File: src/rtl/if_fetch_stage.sv
// ----------------------------------------------------------------------------
// if_fetch_stage
//   Instruction-fetch stage of the 5-stage RV32IM pipeline. Owns the fetch PC,
//   drives the synchronous instruction SRAM and presents the instruction/PC to
//   decode. Applies the controller's pc_sel/instr_sel every cycle: sequential
//   fetch, redirect, load-use hold and NOP injection.
//
//   Optional feature macro: IF_MISALIGN_CHK_EN
//     defined   : a redirect whose br_target[1:0] != 0 sets the sticky
//                 misalign_err flag (cleared only by rst); the target is still
//                 fetched with its low bits cleared.
//     undefined : low bits are silently cleared, misalign_err tied 0.
//
// Ports
//   clk          in   clock
//   rst          in   asynchronous reset, active-high
//   pc_sel       in   00 PC+4, 01 redirect to br_target, 10/11 hold PC
//   instr_sel    in   00 SRAM data, 01 replay held instr, 10/11 inject NOP
//   br_target    in   redirect address
//   im_ceb       out  SRAM chip enable, active-low (always enabled)
//   im_addr      out  SRAM word address = next_pc[IM_AW+1:2] (combinational)
//   im_dout      in   SRAM read data, valid one cycle after im_addr
//   instr_d      out  instruction presented to decode (combinational)
//   pc_d         out  PC of instr_d
//   valid_d      out  instr_d is a real instruction (0 for injected NOPs)
//   pc_ex        out  pc_d registered, for PC-relative ALU ops
//   misalign_err out  sticky redirect-misalignment flag
// ----------------------------------------------------------------------------
module if_fetch_stage #(
  parameter logic [31:0] RESET_PC = 32'h0000_0000,
  parameter int unsigned IM_AW    = 14
) (
  input  logic             clk,
  input  logic             rst,
  input  logic [1:0]       pc_sel,
  input  logic [1:0]       instr_sel,
  input  logic [31:0]      br_target,
  output logic             im_ceb,
  output logic [IM_AW-1:0] im_addr,
  input  logic [31:0]      im_dout,
  output logic [31:0]      instr_d,
  output logic [31:0]      pc_d,
  output logic             valid_d,
  output logic [31:0]      pc_ex,
  output logic             misalign_err
);

  localparam logic [31:0] NOP = 32'h0000_0013;

  typedef enum logic [1:0] {
    BOOT = 2'd0,
    RUN  = 2'd1,
    HOLD = 2'd2
  } state_t;

  state_t      state_q;
  logic [31:0] pc_f_q;
  logic [31:0] next_pc_d;
  logic [31:0] instr_hold_q;
  logic [31:0] pc_hold_q;
  logic [31:0] pc_ex_q;

  // Next fetch address. In BOOT the SRAM has not produced data for pc_f yet,
  // so the same address is re-issued regardless of pc_sel.
  always_comb begin
    next_pc_d = pc_f_q;
    if (state_q != BOOT) begin
      case (pc_sel)
        2'b00:   next_pc_d = pc_f_q + 32'd4;
        2'b01:   next_pc_d = {br_target[31:2], 2'b00};
        default: next_pc_d = pc_f_q;
      endcase
    end
  end

  // During reset state_q is BOOT and pc_f_q is RESET_PC, so this already
  // presents RESET_PC to the SRAM without a separate reset path.
  assign im_addr = next_pc_d[IM_AW+1:2];
  assign im_ceb  = 1'b0;

  // Decode-side view; BOOT overrides instr_sel since im_dout is not yet valid.
  always_comb begin
    instr_d = NOP;
    pc_d    = pc_f_q;
    valid_d = 1'b0;
    if (state_q != BOOT) begin
      case (instr_sel)
        2'b00: begin
          instr_d = im_dout;
          pc_d    = pc_f_q;
          valid_d = 1'b1;
        end
        2'b01: begin
          instr_d = instr_hold_q;
          pc_d    = pc_hold_q;
          valid_d = 1'b1;
        end
        default: begin
          instr_d = NOP;
          pc_d    = pc_f_q;
          valid_d = 1'b0;
        end
      endcase
    end
  end

  assign pc_ex = pc_ex_q;

  always_ff @(posedge clk or posedge rst) begin
    if (rst) begin
      state_q      <= BOOT;
      pc_f_q       <= RESET_PC;
      instr_hold_q <= NOP;
      pc_hold_q    <= RESET_PC;
      pc_ex_q      <= '0;
    end else begin
      pc_f_q  <= next_pc_d;
      pc_ex_q <= pc_d;
      // Keep the pre-stall instruction/PC captured while holding so that a
      // replay after the stall returns exactly what decode saw before it.
      if (state_q != HOLD) begin
        instr_hold_q <= instr_d;
        pc_hold_q    <= pc_d;
      end
      case (state_q)
        BOOT:    state_q <= RUN;
        RUN:     if (pc_sel[1]) state_q <= HOLD;
        HOLD:    if (!pc_sel[1]) state_q <= RUN;
        default: state_q <= BOOT;
      endcase
    end
  end

`ifdef IF_MISALIGN_CHK_EN
  logic misalign_q;

  always_ff @(posedge clk or posedge rst) begin
    if (rst) begin
      misalign_q <= 1'b0;
    end else if ((state_q != BOOT) && (pc_sel == 2'b01) &&
                 (br_target[1:0] != 2'b00)) begin
      misalign_q <= 1'b1;
    end
  end

  assign misalign_err = misalign_q;
`else
  logic unused_br_lsbs;
  assign unused_br_lsbs = ^br_target[1:0];
  assign misalign_err   = 1'b0;
`endif

endmodule
File: config.mk
export PLATFORM = sky130hd
export DESIGN_NAME = if_fetch_stage
export DESIGN_NICKNAME = d
export VERILOG_FILES = /design/src/rtl/if_fetch_stage.sv
export SDC_FILE = /design/constraint.sdc
export NUM_CORES = 1
export LEC_CHECK = 0
export CAP_MARGIN = 25
export CORE_AREA = 10 10 112 134
export DETAILED_ROUTE_END_ITERATION = 6
export DIE_AREA = 0 0 122 144
export PLACE_DENSITY_LB_ADDON = 0.05
export REMOVE_ABC_BUFFERS = 1
export SLEW_MARGIN = 20
export SYNTH_ARGS = -nofsm -noshare
export SYNTH_HDL_FRONTEND = slang
export SYNTH_SLANG_ARGS = --single-unit
File: constraint.sdc
create_clock -name clk -period 7.3 [get_ports clk]
set_input_delay 1.46 -clock clk [delete_from_list [all_inputs] [get_ports clk]]
set_output_delay 1.46 -clock clk [all_outputs]
set_load 0.03 [all_outputs]
Figure 1. Wires at chosen ports, followed through buffers (run 1).
Scale bar: 20 µm.
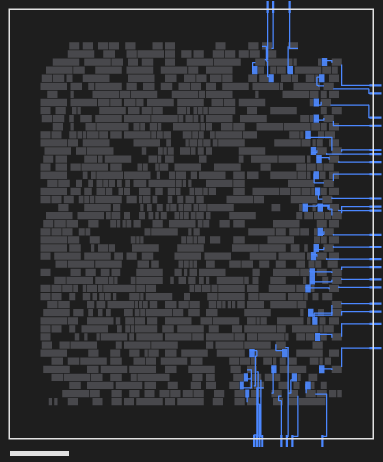
| color | port | bits | direction | edge | end cells | buffers | wire |
|---|---|---|---|---|---|---|---|
| blue | instr_d | 32 | output | 21 right, 8 bottom, 3 top | 32 | 32 | 691 µm |

Figure 2. Met1 routing (run 1).
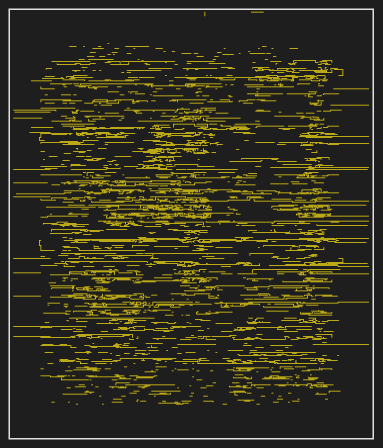
nets with wire on the layer: 724
share of all routed wire: 40%

Figure 3. Routing congestion map (run 1).
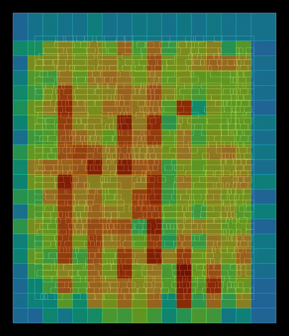
layer carrying the most global-route usage: met2
global routing usage on met3: 6.98%
GRT met1 Usage: 22.8%
grt met2 use: 33.4%

==> run_results.csv, run 1 <==
group,metric,value,unit
worst_setup_path,r2r-start,"state_q[0]",
routing,wire_per_inst,18.8,µm
worst_setup_path,critical_path.slowest_cell,"nand2_2",
yosys,yosysWarnings,0,
place,dp_cells,888,
routing,top_layer,"met4",
yosys,synthCells,585,
yosys,synth_cell_types,48,
yosys,top_logic_kind,"simple AND/OR/NAND/NOR gates",
routing,antenna_left,0,
global_routing,grt_max_degree,67,
cts,htreeDepth,4,
cts,cts.sinks,130,
routing,firstDrtPassIters,5,
worst_setup_path,timing.critical_path.fanout_max,34,
worst_hold_path,holdPathStages,1,
outcome,status,"complete, no violations",
routing,wl_met1,6890,µm
routing,routed_via_density,5.66,
place,hpwl,11900,µm
pwr,power.total,3910,µW
die,row_count,45,
die,die_x,122,µm
worst_setup_path,end_kind,"output port",
routing,wl_met3,1540,µm
worst_setup_path,cp_cell_sequence,"clkdlybuf4s50_1, o21bai_2, inv_1, nand2_2, mux2_2, clkdlybuf4s50_1",
yosys,synth_flop_count,130,
sta,fin_crit_sh,77.6,%
yosys,postSynthSeqShare,52.1,%
yosys,dominantRegCellSynth,"dfrtp_1",
worst_setup_path,cp_data_arrival_time,4.20,ns
sta,drv_slew,0,
yosys,aoi_share,15.4,%
worst_setup_path,reg2reg_depth,6,
finish,mi_logic_area,2790,µm²
finish,fin_util,70.4,%
yosys,fa_ha_area_share,0.200,%
worst_hold_path,hold_class,"reg2reg",
-- run 1: cell type report --
| class | instances | share of cell area, % |
|---|---|---|
| Sequential cell | 130 | 37.2 |
| Inverter | 6 | 0.314 |
| Clock inverter | 13 | 2.10 |
| Tap cell | 164 | 2.34 |
| Clock buffer | 19 | 5.06 |
| Multi-Input combinational cell | 402 | 31.9 |
| Timing Repair Buffer | 186 | 21.1 |
-- run 1: how the worst max path moves through the flow --
stage | end | from | cells after the start
6_report | pc_d[17] | instr_sel[1] | 6
5_1_grt | pc_d[17] | instr_sel[1] | 6
2_1_floorplan | pc_hold_q[0] | instr_sel[1] | 5
3_5_place_dp | pc_d[24] | instr_sel[1] | 6
4_1_cts | pc_d[24] | instr_sel[1] | 6
3_3_place_gp | pc_d[26] | instr_sel[1] | 6
-- run 1: flip-flops by register name, indices dropped and copies added (netlist names) --
signal,count
instr_hold_q,32
pc_ex,32
pc_f_q,32
pc_hold_q,32
state_q,2
-- run 1: power by group --
part           leakage [µW]  internal (µW)  total [µW]  switching, µW
sequential          0.00160            999        1260            262
combinational       0.00161            760        1760            999
clock              0.000299            580         888            308
total               0.00351           2340        3910           1570
-- run 1: cell usage after synthesis (2+ instances only) --
cell type	count
buf_2	14
buf_4	2
mux2i_1	9
dfstp_2	3
clkbuf_1	26
nor4_1	9
and4_1	4
nand2b_1	31
a21oi_1	48
or4_1	4
a21o_1	3
dfrtp_1	127
nor3_1	11
nand2_1	60
o2bb2ai_1	31
o32a_1	3
o21ai_0	15
and2_1	3
inv_1	6
o211ai_1	5
o21bai_1	2
o22ai_1	8
a41oi_1	3
nor2_1	13
nand3_1	25
a211oi_1	3
a311o_1	2
mux2_2	64
or2_2	2
buf_1	6
and3_1	7
a22oi_1	10
o311ai_0	3
nand4_1	6
a311oi_1	2
or3_1	3
Figure 4. Where the registers sit (run 1).
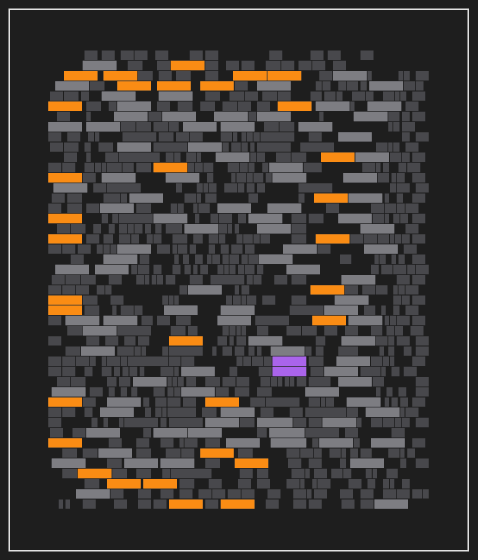

==> run 1 -> run 2 <==
Settings changed: CORE_AREA 10 10 112 134 to 10 10 116 139, DIE_AREA 0 0 122 144 to 0 0 126 149.
Clock period 7.3 ns to 5.4 ns, I/O delays scaled along.
Figure 5. Where the registers sit (run 2).
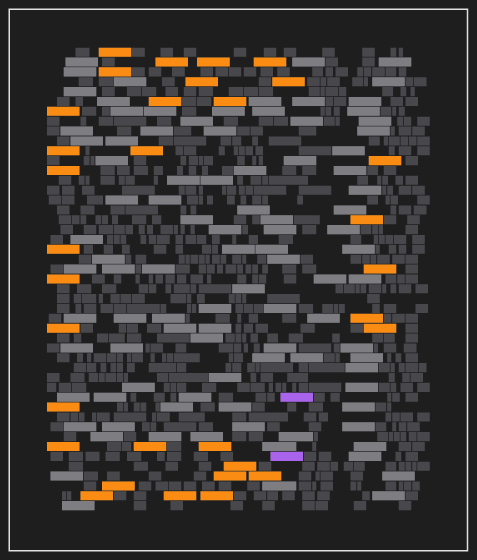
| color | signal | placed flops |
|---|---|---|
| orange | pc_ex | 32 |
| purple | state_q | 2 |
not colored: 96

==> run 2 against run 1 <==
- utilization fell by 5.3 points
- area after synthesis did not move
- largest cell class unchanged
- die area rose by 6.9%
- wire length rose by 1.3%
- largest power group unchanged
- clock power rose by 33%
- sequential cell count did not move
- register-to-register slack got worse by 1.2 ns
- critical endpoint is now pc_d[29]
- cell area rose by 0.49%
- sequential power rose by 35%
==> run_results.csv, run 2 <==
group,metric,value,unit
pwr,p_switching,2130,µW
pwr,swShare,40.3,%
yosys,yosysWarnings,0,
yosys,synth_cell_types,48,
pwr,seq-power,1700,µW
routing,top_layer,"met4",
routing,wl_met1,7200,µm
yosys,synth_top_cell_by_count,"dfrtp_1",
pwr,internal_power,3150,µW
die,row_count,47,
yosys,synthCells,585,
pwr,maxPowerGroup,"combinational cells",
pwr,clock_power_share,22.3,%
worst_hold_path,hold_class,"reg2reg",
die,die_x,126,µm
worst_setup_path,timing.critical_path.fanout_max,18,
routing,wl_met3,1330,µm
pwr,powerClk,1180,µW
worst_setup_path,cp_data_arrival_time,3.45,ns
cts,cts.sinks,130,
global_routing,use_met3,5.97,%
routing,routed_via_density,5.60,
routing,firstDrtPassIters,7,
sta,drv_slew,0,
routing,antenna_left,0,
global_routing,globalRoute.busiestLayer,"met2",
pwr,seq_power_share,32.2,%
pwr,combinationalPower,2400,µW
finish,fin_util,65.1,%
place,dp_cells,896,
outcome,status,"complete, no violations",
yosys,postSynthSeqShare,52.1,%
yosys,yosys-top-cells-count,"127 x dfrtp_1, 64 x mux2_2, 60 x nand2_1",
worst_setup_path,end_kind,"output port",
place,hpwl,12600,µm
global_routing,grt_max_degree,89,
pwr,power.total,5280,µW
pwr,combPwrFrac,45.5,%
==> run 2: cell count changes in the layout (fill, tap and decap cells not counted), moves of 2 or more <==
| cell | change |
|---|---|
| buf_12 | +3 |
| clkinv_4 | +2 |
| clkdlybuf4s50_1 | -6 |
| buf_4 | +6 |
| buf_8 | -2 |
==> run 2: logic make-up (layout without fill, tap and decap cells) <==
| kind of cell | after synthesis | after routing | synth area share [%] |
|---|---|---|---|
| other | 1 | 2 | 0.0600 |
| xor gates and xnor gates | 1 | 1 | 0.140 |
| buffers and inverters | 54 | 225 | 3.64 |
| and+or+nand+nor | 183 | 183 | 15.5 |
| DFF | 130 | 130 | 52.1 |
| adders and majority gates | 1 | 1 | 0.200 |
| muxes | 73 | 73 | 13.0 |
| AOI/OAI and AO/OA | 142 | 142 | 15.4 |
==> run 2: worst paths after layout <==
check                                  from                to  slack [ns]  cells past startpoint
max                            instr_sel[1]          pc_d[29]        0.87                      7
min                        instr_hold_q[24]  instr_hold_q[24]        0.49                      1
max reg2reg                      state_q[0]   instr_hold_q[6]        2.83                      8
min reg2reg                instr_hold_q[24]  instr_hold_q[24]        0.49                      1
max in group asynchronous               rst     pc_hold_q[14]        3.17                      3
min in group asynchronous               rst         pc_ex[30]        1.19                      2
==> run 2: cell type report <==
class / instances / area, µm²
Fill cell: 1083 / 4730
Sequential cell: 130 / 3260
Multi-Input combinational cell: 402 / 2800
Timing Repair Buffer: 187 / 1890
Clock buffer: 20 / 457
Tap cell: 171 / 214
Clock inverter: 12 / 158
Inverter: 6 / 27.5
==> run 2: critical path, cell delays in order <==
cell and delay (ns):
clkdlybuf4s50_1 0.47, o21bai_2 0.12, inv_1 0.11, nand2_2 0.43, buf_12 0.24, mux2_2 0.37, clkdlybuf4s50_1 0.61
Power and IR drop assume default switching activity.
